**Run 1: met1 routing**

Supply wires on this layer in grey.
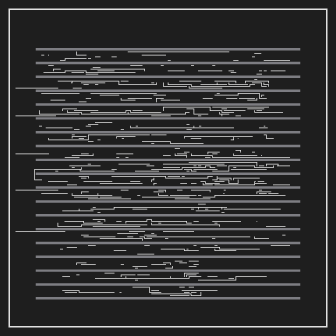
**Run 1: M2 wires**

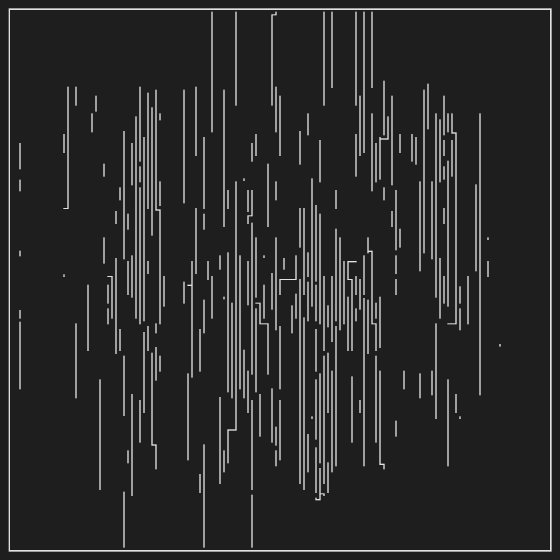
**Run 1: metal 3**

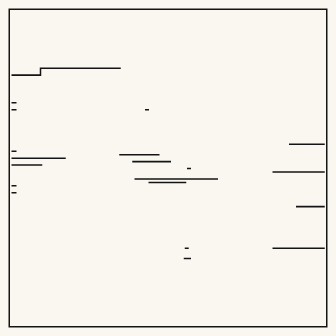
### src/rtl/leak_pkg.sv
// rtl/leak_pkg.sv - shared mode encodings and LFSR constants for the leak pattern generator
package leak_pkg;

  localparam int LFSR_W = 8;

  // Fibonacci taps 8,6,5,4 expressed as state bit positions 7,5,4,3
  localparam logic [LFSR_W-1:0] LFSR_TAPS = 8'hB8;

  typedef enum logic [1:0] {
    MODE_CONST   = 2'b00,
    MODE_DIRECT  = 2'b01,
    MODE_MASKED  = 2'b10,
    MODE_DELAYED = 2'b11
  } mode_e;

  function automatic logic [LFSR_W-1:0] lfsr_step(input logic [LFSR_W-1:0] s);
    return {s[LFSR_W-2:0], ^(s & LFSR_TAPS)};
  endfunction

endpackage

### src/rtl/leak_pattern_gen_if.sv
// rtl/leak_pattern_gen_if.sv - control and pattern signals of the leak pattern generator
interface leak_pattern_gen_if
  import leak_pkg::*;
#(
  parameter int DATA_W  = 4,
  parameter int ASSET_W = 2,
  parameter int CNT_W   = 3
);

  logic               enable;
  logic [1:0]         mode;
  logic [CNT_W-1:0]   leak_slot;
  logic [ASSET_W-1:0] asset;
  logic [DATA_W-1:0]  data_out;
  logic               frame_start;
  logic [LFSR_W-1:0]  lfsr_state;

  modport master (
    output enable, mode, leak_slot, asset,
    input  data_out, frame_start, lfsr_state
  );

  modport slave (
    input  enable, mode, leak_slot, asset,
    output data_out, frame_start, lfsr_state
  );

endinterface

### src/rtl/leak_pattern_gen_lfsr8.sv
// rtl/leak_pattern_gen_lfsr8.sv - enable-gated 8-bit Fibonacci LFSR
module lfsr8
  import leak_pkg::*;
#(
  parameter logic [LFSR_W-1:0] SEED   = 8'hA5,
  parameter int                MASK_W = 2
) (
  input  logic              clk,
  input  logic              reset,
  input  logic              enable,
  output logic [LFSR_W-1:0] state,
  output logic [MASK_W-1:0] mask_next
);

  logic [LFSR_W-1:0] state_q;
  logic [LFSR_W-1:0] state_d;

  always_comb begin
    state_d = state_q;
    if (enable) begin
      state_d = lfsr_step(state_q);
    end
  end

  always_ff @(posedge clk) begin
    if (reset) begin
      state_q <= SEED;
    end else begin
      state_q <= state_d;
    end
  end

  assign state     = state_q;
  // low bits of the value the register is about to take, used by the masked leak
  assign mask_next = state_d[MASK_W-1:0];

endmodule

### src/rtl/leak_pattern_gen.sv
// rtl/leak_pattern_gen.sv - frame-based test pattern generator with one programmable leak slot
module leak_pattern_gen
  import leak_pkg::*;
#(
  parameter int                DATA_W    = 4,
  parameter int                ASSET_W   = 2,
  parameter int                CNT_W     = 3,
  parameter logic [LFSR_W-1:0] LFSR_SEED = 8'hA5
) (
  input logic               clk,
  input logic               reset,
  leak_pattern_gen_if.slave bus
);

  localparam logic [CNT_W-1:0] SLOT_MAX = '1;
  localparam logic [CNT_W-1:0] SLOT_ONE = CNT_W'(1);

  logic [CNT_W-1:0]   cnt_q, cnt_d, cnt_n;
  mode_e              mode_q, mode_d;
  logic [CNT_W-1:0]   slot_q, slot_d;
  logic [ASSET_W-1:0] hold_q, hold_d;
  logic [DATA_W-1:0]  data_q, data_d;
  logic               fs_q, fs_d;
  logic [ASSET_W-1:0] mask_n;
  logic               delay_hit;

  function automatic logic [DATA_W-1:0] with_low(input logic [ASSET_W-1:0] low);
    logic [DATA_W-1:0] r;
    r              = '1;
    r[ASSET_W-1:0] = low;
    return r;
  endfunction

  lfsr8 #(
    .SEED   (LFSR_SEED),
    .MASK_W (ASSET_W)
  ) u_lfsr (
    .clk       (clk),
    .reset     (reset),
    .enable    (bus.enable),
    .state     (bus.lfsr_state),
    .mask_next (mask_n)
  );

  assign cnt_n = cnt_q + SLOT_ONE;

  // a leak slot in the last position spills its held value into slot 1 of the next frame
  assign delay_hit = (slot_q != SLOT_MAX) ? (cnt_n == slot_q + SLOT_ONE)
                                          : (cnt_n == SLOT_ONE);

  always_comb begin
    cnt_d  = cnt_q;
    mode_d = mode_q;
    slot_d = slot_q;
    hold_d = hold_q;
    data_d = data_q;
    fs_d   = 1'b0;
    if (bus.enable) begin
      cnt_d = cnt_n;
      fs_d  = (cnt_n == '0);
      if (cnt_n == '0) begin
        mode_d = mode_e'(bus.mode);
        slot_d = bus.leak_slot;
        data_d = '0;
      end else begin
        data_d = '1;
        if (slot_q != '0) begin
          case (mode_q)
            MODE_DIRECT: begin
              if (cnt_n == slot_q) data_d = with_low(bus.asset);
            end
            MODE_MASKED: begin
              if (cnt_n == slot_q) data_d = with_low(bus.asset ^ mask_n);
            end
            MODE_DELAYED: begin
              if (cnt_n == slot_q) hold_d = bus.asset;
              if (delay_hit) data_d = with_low(hold_q);
            end
            default: ;
          endcase
        end
      end
    end
  end

  always_ff @(posedge clk) begin
    if (reset) begin
      cnt_q  <= '0;
      mode_q <= MODE_CONST;
      slot_q <= '0;
      hold_q <= '0;
      data_q <= '0;
      fs_q   <= 1'b0;
    end else begin
      cnt_q  <= cnt_d;
      mode_q <= mode_d;
      slot_q <= slot_d;
      hold_q <= hold_d;
      data_q <= data_d;
      fs_q   <= fs_d;
    end
  end

  assign bus.data_out    = data_q;
  assign bus.frame_start = fs_q & bus.enable;

endmodule

### src/flat_wrapper.sv
// flat-port wrapper written by rule: the top's interface ports become plain ports
module leak_pattern_gen_flat import leak_pkg::*;
#(
  parameter int                DATA_W    = 4,
  parameter int                ASSET_W   = 2,
  parameter int                CNT_W     = 3,
  parameter logic [LFSR_W-1:0] LFSR_SEED = 8'hA5
)
  (clk, reset, bus_enable, bus_mode, bus_leak_slot, bus_asset, bus_data_out, bus_frame_start, bus_lfsr_state);
  leak_pattern_gen_if #(.DATA_W(DATA_W), .ASSET_W(ASSET_W), .CNT_W(CNT_W)) bus_i ();
  input logic clk;
  input logic reset;
  input wire logic [$bits(bus_i.enable)-1:0] bus_enable;
  input wire logic [$bits(bus_i.mode)-1:0] bus_mode;
  input wire logic [$bits(bus_i.leak_slot)-1:0] bus_leak_slot;
  input wire logic [$bits(bus_i.asset)-1:0] bus_asset;
  output wire logic [$bits(bus_i.data_out)-1:0] bus_data_out;
  output wire logic [$bits(bus_i.frame_start)-1:0] bus_frame_start;
  output wire logic [$bits(bus_i.lfsr_state)-1:0] bus_lfsr_state;
  assign bus_i.enable = bus_enable;
  assign bus_i.mode = bus_mode;
  assign bus_i.leak_slot = bus_leak_slot;
  assign bus_i.asset = bus_asset;
  assign bus_data_out = bus_i.data_out;
  assign bus_frame_start = bus_i.frame_start;
  assign bus_lfsr_state = bus_i.lfsr_state;
  leak_pattern_gen #(.DATA_W(DATA_W), .ASSET_W(ASSET_W), .CNT_W(CNT_W), .LFSR_SEED(LFSR_SEED)) u_core (.clk(clk), .reset(reset), .bus(bus_i));
endmodule
### config.mk
export PLATFORM = sky130hd
export DESIGN_NAME = leak_pattern_gen_flat
export DESIGN_NICKNAME = d
export VERILOG_FILES = /design/src/rtl/leak_pkg.sv /design/src/rtl/leak_pattern_gen_if.sv /design/src/rtl/leak_pattern_gen_lfsr8.sv /design/src/rtl/leak_pattern_gen.sv /design/src/flat_wrapper.sv
export SDC_FILE = /design/constraint.sdc
export NUM_CORES = 1
export LEC_CHECK = 0
export CAP_MARGIN = 40
export CELL_PAD_IN_SITES_DETAIL_PLACEMENT = 1
export CELL_PAD_IN_SITES_GLOBAL_PLACEMENT = 1
export CORE_MARGIN = 5
export CORE_UTILIZATION = 42
export CTS_BUF_LIST = sky130_fd_sc_hd__clkbuf_2
export DETAILED_ROUTE_END_ITERATION = 10
export PLACE_DENSITY = 0.84
export SLEW_MARGIN = 20
export SYNTH_ARGS = -nofsm -noshare
export SYNTH_HDL_FRONTEND = slang
export SYNTH_SLANG_ARGS = --single-unit
export TNS_END_PERCENT = 20
### constraint.sdc
create_clock -name clk -period 3.5 [get_ports clk]
set_clock_uncertainty 0.05 [all_clocks]
set_input_delay 0.7 -clock clk [delete_from_list [all_inputs] [get_ports clk]]
set_output_delay 0.7 -clock clk [all_outputs]
set_load 0.01 [all_outputs]
==> out/qor.tcl, run 1 <==
set qor(edf_count) 0
set qor(synth_adder_area_share_pct) 5.488
set qor(holdCritStartpoint) {u_core.bus.data_out[2]}
set qor(worst_path_max_delay_cell) {clkdlybuf4s50_1}
set qor(layout.core_utilization_pct) 55.90
set qor(grt_start_max_net_pins) 20
set qor(place.port_buffers) 22
set qor(clock_tree_from_tritoncts) {yes}
set qor(grtUsageMet3_pct) 4.339
set qor(timing.critical_path.fanout_max) 2
set qor(critical_setup_path_kind) {input port to primary output}
set qor(clock_latency_ns) 0.33
set qor(place_ws_ns) 0.5867
set qor(cts-resized-gates) 0
set qor(finish.net_count) 162
set qor(hold_buffers) 0
set qor(post_synth_and_or_nand_nor_area_fraction_pct) 17.67
set qor(most-common-layout-cells) {22 x clkdlybuf4s50_1, 22 x dfxtp_1, 21 x nor2_1}
set qor(status) {completed}
set qor(combined_area_of_all_synthesized_cells_mm2) 0.001140
set qor(via_per_inst) 5.415
set qor(slowest_delay_ns) 0.54
set qor(asyncSetResetFlopFracSynth_pct) 0
set qor(placementRows) 18
set qor(timing.final.hold_violations) 0
set qor(yosys.cell_types.count) 29
set qor(post_synth_xor_area_fraction_pct) 10.54
set qor(fp_util_pct) 44.79
set qor(finalInstanceArea_mm2) 0.001423
set qor(mappedNetlistNets) 139
set qor(path_common_cell) {clkdlybuf4s50_1}
set qor(cp_num_cells) 3
set qor(synth-seq-cells) 22
set qor(p_per_area_mw_per_mm2) 403.1
set qor(groute.usage.overall_pct) 16.25
set qor(setup-tns-final_ns) 0
set qor(synth_warnings) 0
set qor(postSynthAreaPerCell_um2) 9.192
set qor(dpl-instance-area_mm2) 0.001378
set qor(logic_family) {simple AND/OR/NAND/NOR gates}
set qor(crit_required_ns) 2.75
set qor(gr-max-usage-layer) {met2}
set qor(grt_setup_unrepaired) {false}
set qor(top_cells_by_area) {dfxtp_1 39%, mux2i_1 13%, nor2_1 6.9%, xnor2_1 6.1%, ha_1 5.5%}
set qor(ys_sh_aoi_pct) 8.123
set qor(setup.reg_to_reg.worst_slack_ns) 1.34
set qor(endpoint) {bus_frame_start}
set qor(synth.yosys.chip_area_mm2) 0.001140
set qor(drv.max_cap_violation_count) 0
set qor(leakage_nw) 0.5861
set qor(initial_antenna_violation_count) 0
set qor(setup.worst_path.start) {bus_enable}
set qor(core-area_mm2) 0.002545
set qor(p_total_uw) 573.4
set qor(cp_data_arrival_time_ns) 1.90
set qor(netlist.top_cell.by_instances) {dfxtp_1}
set qor(timing.rr.end) {u_core.hold_q[0]}
set qor(detailed_place_hpwl_um) 2173
set qor(cts-root-buf) {clkbuf_2}
set qor(drt_wl_total_um) 2826
set qor(synth_seq_share_pct) 38.64
set qor(placedCellCount) 172
set qor(globalRoute.totalOverflow) 0
set qor(openroad.warnings) 28
set qor(routed.top_layer) {met4}
set qor(gpl.final_weighted_congestion) 0.8228
set qor(remaining_drc_errors) 0
set qor(floorplan.die.height_um) 62.10
set qor(grt_pass1_vias) 970
set qor(share_of_post_route_cells_with_drive_strength_above_1_pct) 4.795
set qor(cp_top_family) {buffers and inverters}
set qor(met3WireLength_um) 114
set qor(met2_wirelength_um) 1432
set qor(critPathLaunchType) {input port}
set qor(hold_end) {u_core.bus.data_out[2]}
set qor(cell_type_with_the_largest_total_area_after_synthesis) {dfxtp_1}
set qor(first_iter_violations) 28
set qor(io_pins) 23
set qor(area_delta_synth_final_pct) 24.81
set qor(routed-via-count) 953
set qor(r2r_start) {u_core.cnt_q[0]}
set qor(routed_wire_length_per_instance_um) 16.06
set qor(slew_headroom_pct) 57.81
set qor(floorplan.die_area_mm2) 0.003856
set qor(hold_ws_ns) 0.4680
set qor(groute.layer.met1.usage_pct) 19.43
set qor(grt_pass1_wl_um) 4526
set qor(timing.critical_path.cells) {clkdlybuf4s50_1 -> and2_1 -> clkdlybuf4s50_1}
About 'met1 routing':
The longest straight run is 22.1 µm. 146 nets have wire on it. The layer carries 1220 µm of wire. The layer holds 43% of the routed length. The wires run mostly horizontal.

About 'M2 wires':
The wires run mostly vertical. The layer carries 1430 µm of wire. 145 nets have wire on it.

About 'metal 3':
The longest straight run is 16.1 µm. The layer holds 4.0% of the routed length. The layer carries 114 µm of wire.

[run 1: cell type report]
cell class,instances,area share (%)
Sequential cell,22,30.96
Clock buffer,3,1.055
Timing Repair Buffer,24,16.53
Inverter,7,1.847
Multi-Input combinational cell,89,44.86
Clock inverter,1,2.111
Tap cell,30,2.639
[run 1: sequential cells by signal, summed over array words and instances (netlist names)]
| name | cells |
|---|---|
| u_core.cnt_q | 3 |
| u_core.mode_q | 2 |
| u_core.bus.data_out | 3 |
| u_core.u_lfsr.state | 8 |
| u_core.hold_q | 2 |
| u_core.slot_q | 3 |
| u_core.fs_q | 1 |
[run 1: report_power, final]
part,switching (mW),internal (mW)
Combinational,0.0545,0.0600
Sequential,0.0142,0.265
Clock,0.0812,0.0985
==> run 2, diff against run 1 <==
--- a/config.mk
+++ b/config.mk
@@ -9,10 +9,10 @@
 export CELL_PAD_IN_SITES_DETAIL_PLACEMENT = 1
 export CELL_PAD_IN_SITES_GLOBAL_PLACEMENT = 1
 export CORE_MARGIN = 5
-export CORE_UTILIZATION = 42
+export CORE_UTILIZATION = 39
 export CTS_BUF_LIST = sky130_fd_sc_hd__clkbuf_2
 export DETAILED_ROUTE_END_ITERATION = 10
-export PLACE_DENSITY = 0.84
+export PLACE_DENSITY = 0.79
 export SLEW_MARGIN = 20
 export SYNTH_ARGS = -nofsm -noshare
 export SYNTH_HDL_FRONTEND = slang
==> constraint.sdc (replaced) <==
create_clock -name clk -period 2.7 [get_ports clk]
set_clock_uncertainty 0.05 [all_clocks]
set_input_delay 0.54 -clock clk [delete_from_list [all_inputs] [get_ports clk]]
set_output_delay 0.54 -clock clk [all_outputs]
set_load 0.01 [all_outputs]
**Run 2: signal metal coverage by tile**

Scale bar: 20 µm. 13 x 13 tiles, from dark purple (low) to yellow (high), scaled to the fullest tile. Values are wire area over tile area, all layers added.
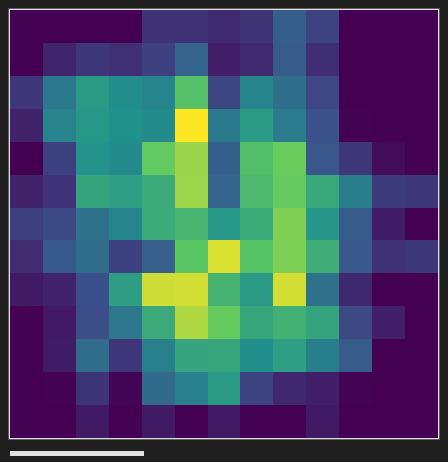
The mean over all tiles is 0.10. The emptiest ninth of the die: upper right. The densest ninth of the die: centre. The fullest tile reaches 0.35.

**Run 2: metal 3**

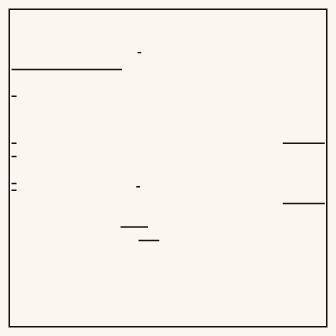
The wires run mostly horizontal. The longest straight run is 22.1 µm. 9 nets have wire on it. The layer holds 1.9% of the routed length.

==> run 2 against run 1 <==
Compared with the run above: clock power is 34% higher; sequential cell count unchanged; sequential power increased by about 30%; critical path type unchanged; first-iteration DRC count is 54% lower.
==> out/qor.tcl, run 2 <==
set qor(crit_required_ns) 2.11 ;# was 2.75 ns
set qor(drv.max_cap_violation_count) 0 ;# unchanged
set qor(path_common_cell) {clkdlybuf4s50_1} ;# unchanged
set qor(p_per_area_mw_per_mm2) 523.7 ;# was 403.1 mW/mm²
set qor(core-area_mm2) 0.002781 ;# was 0.002545 mm²
set qor(nClkBuffers) 3 ;# unchanged
set qor(final.signal_inverter_count) 7 ;# unchanged
set qor(postSynthAreaPerCell_um2) 9.192 ;# unchanged
set qor(internal-power_uw) 549.9 ;# was 423.5 µW
set qor(post_synth_and_or_nand_nor_area_fraction_pct) 17.67 ;# unchanged
set qor(routed-via-count) 922 ;# was 953
set qor(via_per_inst) 5.180 ;# was 5.415
set qor(hold_ws_ns) 0.4677 ;# was 0.4680 ns
set qor(cts-resized-gates) 0 ;# unchanged
set qor(clock_latency_ns) 0.36 ;# was 0.33 ns
set qor(setup-tns-final_ns) 0 ;# unchanged
set qor(n_multi_input_combinational_cell) 89 ;# unchanged
set qor(number_of_tapcells) 31 ;# was 30
set qor(logic_family) {simple AND/OR/NAND/NOR gates} ;# unchanged
set qor(grt_pass1_vias) 977 ;# was 970
set qor(cp_data_arrival_time_ns) 1.80 ;# was 1.90 ns
set qor(groute.usage.overall_pct) 15.10 ;# was 16.25%
set qor(clockNetworkAreaShare_pct) 3.147 ;# was 3.166%
set qor(power_frac_seq_pct) 48.2 ;# was 48.7%
set qor(critPathLaunchType) {input port} ;# unchanged
set qor(most-common-layout-cells) {22 x clkdlybuf4s50_1, 22 x dfxtp_1, 21 x nor2_1} ;# unchanged
set qor(grt_pass1_wl_um) 4761 ;# was 4526 µm
set qor(floorplan.die.height_um) 64.06 ;# was 62.10 µm
set qor(layout.core_utilization_pct) 51.46 ;# was 55.90%
set qor(r2r_start) {u_core.cnt_q[0]} ;# unchanged
set qor(synth.yosys.chip_area_mm2) 0.001140 ;# unchanged
set qor(routed_wire_length_per_instance_um) 15.54 ;# was 16.06 µm
set qor(status) {completed} ;# unchanged
set qor(holdCritStartpoint) {u_core.bus.data_out[2]} ;# unchanged
set qor(clock_tree_from_tritoncts) {yes} ;# unchanged
set qor(final-nonclk-buf-share_pct) 16.96 ;# was 16.53%
set qor(cts-root-buf) {clkbuf_2} ;# unchanged
set qor(first_iter_violations) 13 ;# was 28
set qor(clock_power_uw) 241 ;# was 180 µW
set qor(synth_adder_area_share_pct) 5.488 ;# unchanged
set qor(place.port_buffers) 22 ;# unchanged
set qor(drt_wl_total_um) 2766 ;# was 2826 µm
set qor(finalInstanceArea_mm2) 0.001431 ;# was 0.001423 mm²
set qor(edf_count) 0 ;# unchanged
set qor(leakage_nw) 0.5909 ;# was 0.5861 nW
set qor(area.share.sequential_pct) 30.77 ;# was 30.96%
set qor(combinationalPowerShare_pct) 19.6 ;# was 20.0%
set qor(area_delta_synth_final_pct) 25.58 ;# was 24.81%
==> run 2: worst max-delay path by stage <==
stage | cells past startpoint | endpoint | startpoint
after floorplan | 3 | bus_frame_start | bus_enable
after global placement | 3 | bus_frame_start | bus_enable
after detailed placement | 6 | u_core.bus.data_out[1] | bus_enable
after CTS | 3 | bus_frame_start | bus_enable
after global routing | 3 | bus_frame_start | bus_enable
final | 3 | bus_frame_start | bus_enable
==> run 2: metal layers <==
metal / up-vias / part of all wire (%) / wire length [µm] / global-route usage [%]
met5: - / 0 / 0 / 0
met4: 0 / 2.5 / 70 / 8.571
met3: 5 / 1.8 / 51 / 2.627
met2: 11 / 47 / 1313 / 24.37
met1: 442 / 48 / 1331 / 18.78
li1: 464 / - / - / -
==> run 3, diff against run 2 <==
--- a/config.mk
+++ b/config.mk
@@ -13,7 +13,7 @@
 export CTS_BUF_LIST = sky130_fd_sc_hd__clkbuf_2
 export DETAILED_ROUTE_END_ITERATION = 10
 export PLACE_DENSITY = 0.79
-export SLEW_MARGIN = 20
+export SLEW_MARGIN = 25
 export SYNTH_ARGS = -nofsm -noshare
 export SYNTH_HDL_FRONTEND = slang
 export SYNTH_SLANG_ARGS = --single-unit
**Run 3: signal metal coverage by tile**

Scale bar: 20 µm. 13 x 13 tiles, from dark purple (low) to yellow (high), scaled to the fullest tile. Values are wire area over tile area, all layers added.
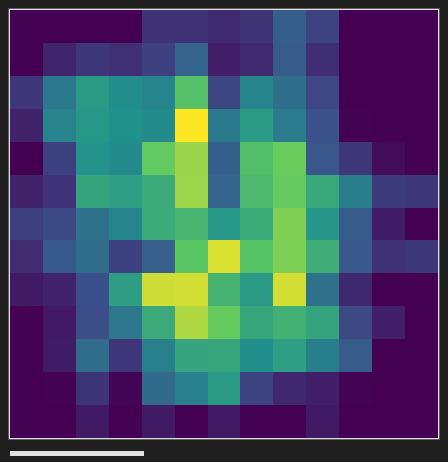
The emptiest ninth of the die: upper right. The fullest tile reaches 0.35. The densest ninth of the die: centre. 25% of the tiles are nearly empty. 27% of the tiles are over half the peak.

**Run 3: M2 wires**

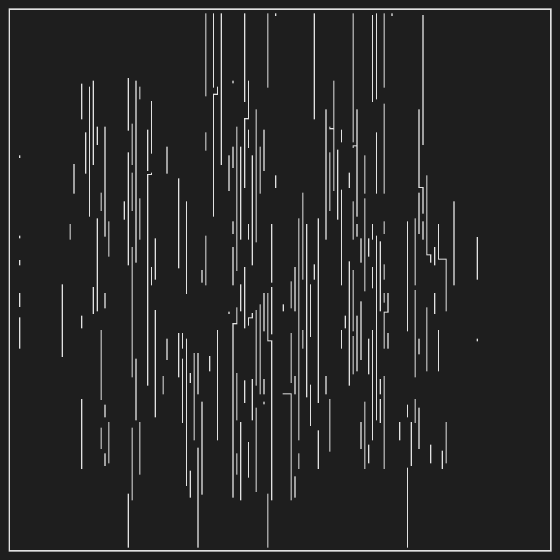
The longest straight run is 26.2 µm. The wires run mostly vertical.

==> run 3 against run 2 <==
Compared with the run above: hold slack unchanged; synthesized cell count unchanged; fmax unchanged; core utilization unchanged; worst setup slack unchanged; sequential share of layout area unchanged; cell count unchanged; non-clock buffer count unchanged; sequential cell count unchanged; critical path type unchanged; largest power group unchanged.
==> out/qor.tcl, run 3 <==
set qor(edf_count) 0 ;# unchanged
set qor(most-common-layout-cells) {22 x clkdlybuf4s50_1, 22 x dfxtp_1, 21 x nor2_1} ;# unchanged
set qor(hold_ws_ns) 0.4677 ;# unchanged
set qor(p_total_uw) 749.7 ;# unchanged
set qor(dominant_power_group) {sequential cells} ;# unchanged
set qor(cts-resized-gates) 0 ;# unchanged
set qor(globalRoute.totalOverflow) 0 ;# unchanged
set qor(timing.critical_path.fanout_max) 4 ;# unchanged
set qor(synth_seq_share_pct) 38.64 ;# unchanged
set qor(io_pins) 23 ;# unchanged
set qor(powerComb_uw) 147 ;# about the same
set qor(grt_start_max_net_pins) 17 ;# unchanged
set qor(status) {completed} ;# unchanged
set qor(layout.core_utilization_pct) 51.46 ;# unchanged
set qor(groute.usage.overall_pct) 15.10 ;# unchanged
set qor(critical_setup_path_kind) {input port to primary output} ;# unchanged
set qor(slowest_delay_ns) 0.56 ;# about the same
set qor(remaining_drc_errors) 0 ;# unchanged
set qor(mappedNetlistNets) 139 ;# unchanged
set qor(postSynthAreaPerCell_um2) 9.192 ;# unchanged
set qor(slew_headroom_pct) 63.84 ;# unchanged
set qor(timing.critical_path.cells) {clkdlybuf4s50_1 -> and2_1 -> clkdlybuf4s50_1} ;# unchanged
set qor(drt_wl_total_um) 2766 ;# unchanged
set qor(drv.max_cap_violation_count) 0 ;# unchanged
set qor(detailed_place_hpwl_um) 2103 ;# unchanged
set qor(power_frac_seq_pct) 48.2 ;# about the same
set qor(sequential_cell_area_um2) 440.4 ;# unchanged
set qor(cp_data_arrival_time_ns) 1.80 ;# about the same
set qor(internal-power_uw) 549.9 ;# unchanged
set qor(initial_antenna_violation_count) 0 ;# unchanged
set qor(met2_wirelength_um) 1313 ;# unchanged
set qor(share_of_post_route_cells_with_drive_strength_above_1_pct) 5.442 ;# unchanged
set qor(r2r_start) {u_core.cnt_q[0]} ;# unchanged
set qor(via_per_inst) 5.180 ;# unchanged
set qor(fp_util_pct) 40.98 ;# unchanged
set qor(cts-root-buf) {clkbuf_2} ;# unchanged
set qor(groute.layer.met1.usage_pct) 18.78 ;# unchanged
set qor(placedCellCount) 174 ;# unchanged
set qor(routed_wire_length_per_instance_um) 15.54 ;# unchanged
set qor(pwr-share-clk_pct) 32.2 ;# about the same
set qor(crit_required_ns) 2.11 ;# about the same
set qor(synth-seq-cells) 22 ;# unchanged
set qor(gpl.final_weighted_congestion) 0.8331 ;# unchanged
set qor(p_switching_uw) 199.7 ;# unchanged
set qor(grt_pass1_wl_um) 4761 ;# unchanged
set qor(cell_type_with_the_largest_total_area_after_synthesis) {dfxtp_1} ;# unchanged
set qor(first_iter_violations) 13 ;# unchanged
set qor(switching_share_pct) 26.64 ;# unchanged
set qor(floorplan.die.height_um) 64.06 ;# unchanged
set qor(area_delta_synth_final_pct) 25.58 ;# unchanged
set qor(setup-tns-final_ns) 0 ;# unchanged
set qor(antennaDiodeCount) 0 ;# unchanged
set qor(gr-max-usage-layer) {met2} ;# unchanged
set qor(timing.final.hold_violations) 0 ;# unchanged
set qor(grtUsageMet3_pct) 2.627 ;# unchanged
set qor(setup.worst_path.start) {bus_enable} ;# unchanged
set qor(wirelength_met1_um) 1331 ;# unchanged
set qor(hold_buffers) 0 ;# unchanged
set qor(combined_area_of_all_synthesized_cells_mm2) 0.001140 ;# unchanged
set qor(setup.reg_to_reg.worst_slack_ns) 0.66 ;# about the same
set qor(finalInstanceArea_mm2) 0.001431 ;# unchanged
set qor(grt_pass1_vias) 977 ;# unchanged
set qor(holdCritStartpoint) {u_core.bus.data_out[2]} ;# unchanged
set qor(netlist.top_cell.by_instances) {dfxtp_1} ;# unchanged
set qor(top_cells_by_area) {dfxtp_1 39%, mux2i_1 13%, nor2_1 6.9%, xnor2_1 6.1%, ha_1 5.5%} ;# unchanged
set qor(synth.yosys.chip_area_mm2) 0.001140 ;# unchanged
set qor(grt_setup_unrepaired) {false} ;# unchanged
set qor(globalRouteMet2Util_pct) 24.37 ;# unchanged
set qor(critPathLaunchType) {input port} ;# unchanged
set qor(met3WireLength_um) 51 ;# unchanged
set qor(leakage_nw) 0.5909 ;# unchanged
set qor(floorplan.die_area_mm2) 0.004104 ;# unchanged
set qor(p_per_area_mw_per_mm2) 523.7 ;# unchanged
set qor(combinationalPowerShare_pct) 19.6 ;# about the same
set qor(worst_path_max_delay_cell) {clkdlybuf4s50_1} ;# unchanged
set qor(power_sequential_uw) 362 ;# about the same
set qor(clock_power_uw) 241 ;# about the same
set qor(yosys.cell_types.count) 29 ;# unchanged
set qor(asyncSetResetFlopFracSynth_pct) 0 ;# unchanged
set qor(placementRows) 19 ;# unchanged
set qor(clock_tree_from_tritoncts) {yes} ;# unchanged
set qor(openroad.warnings) 28 ;# unchanged
set qor(routed.top_layer) {met4} ;# unchanged
set qor(clock_latency_ns) 0.36 ;# about the same
set qor(path_common_cell) {clkdlybuf4s50_1} ;# unchanged
set qor(cp_top_family) {buffers and inverters} ;# unchanged
run 3: cell families (layout without fill, tap and decap cells):
kind of cell	Yosys count	after routing	share of synthesized area [%]
buffers and inverters	13	36	5.379
multiplexers	16	16	14.16
adder cells (fa/ha/maj)	5	5	5.488
AND-OR/OR-AND	13	13	8.123
XOR/XNOR	12	12	10.54
AND/OR/NAND/NOR	43	43	17.67
flip-flops	22	22	38.64
run 3: final timing paths:
kind / to / depth (start not counted)
hold reg to reg: u_core.bus.data_out[2] / 2
setup / recovery: bus_frame_start / 3
setup reg to reg: u_core.bus.data_out[0] / 6
hold / removal: u_core.bus.data_out[2] / 2
run 3: layout make-up:
type,instances,area share (%)
clock buffer,3,1.049
clock inverter,1,2.098
inverter,7,1.836
multi-input combinational,89,44.58
sequential,22,30.77
tap,31,2.710
timing repair buffer,25,16.96
Power is estimated from default activity; no workload was simulated.
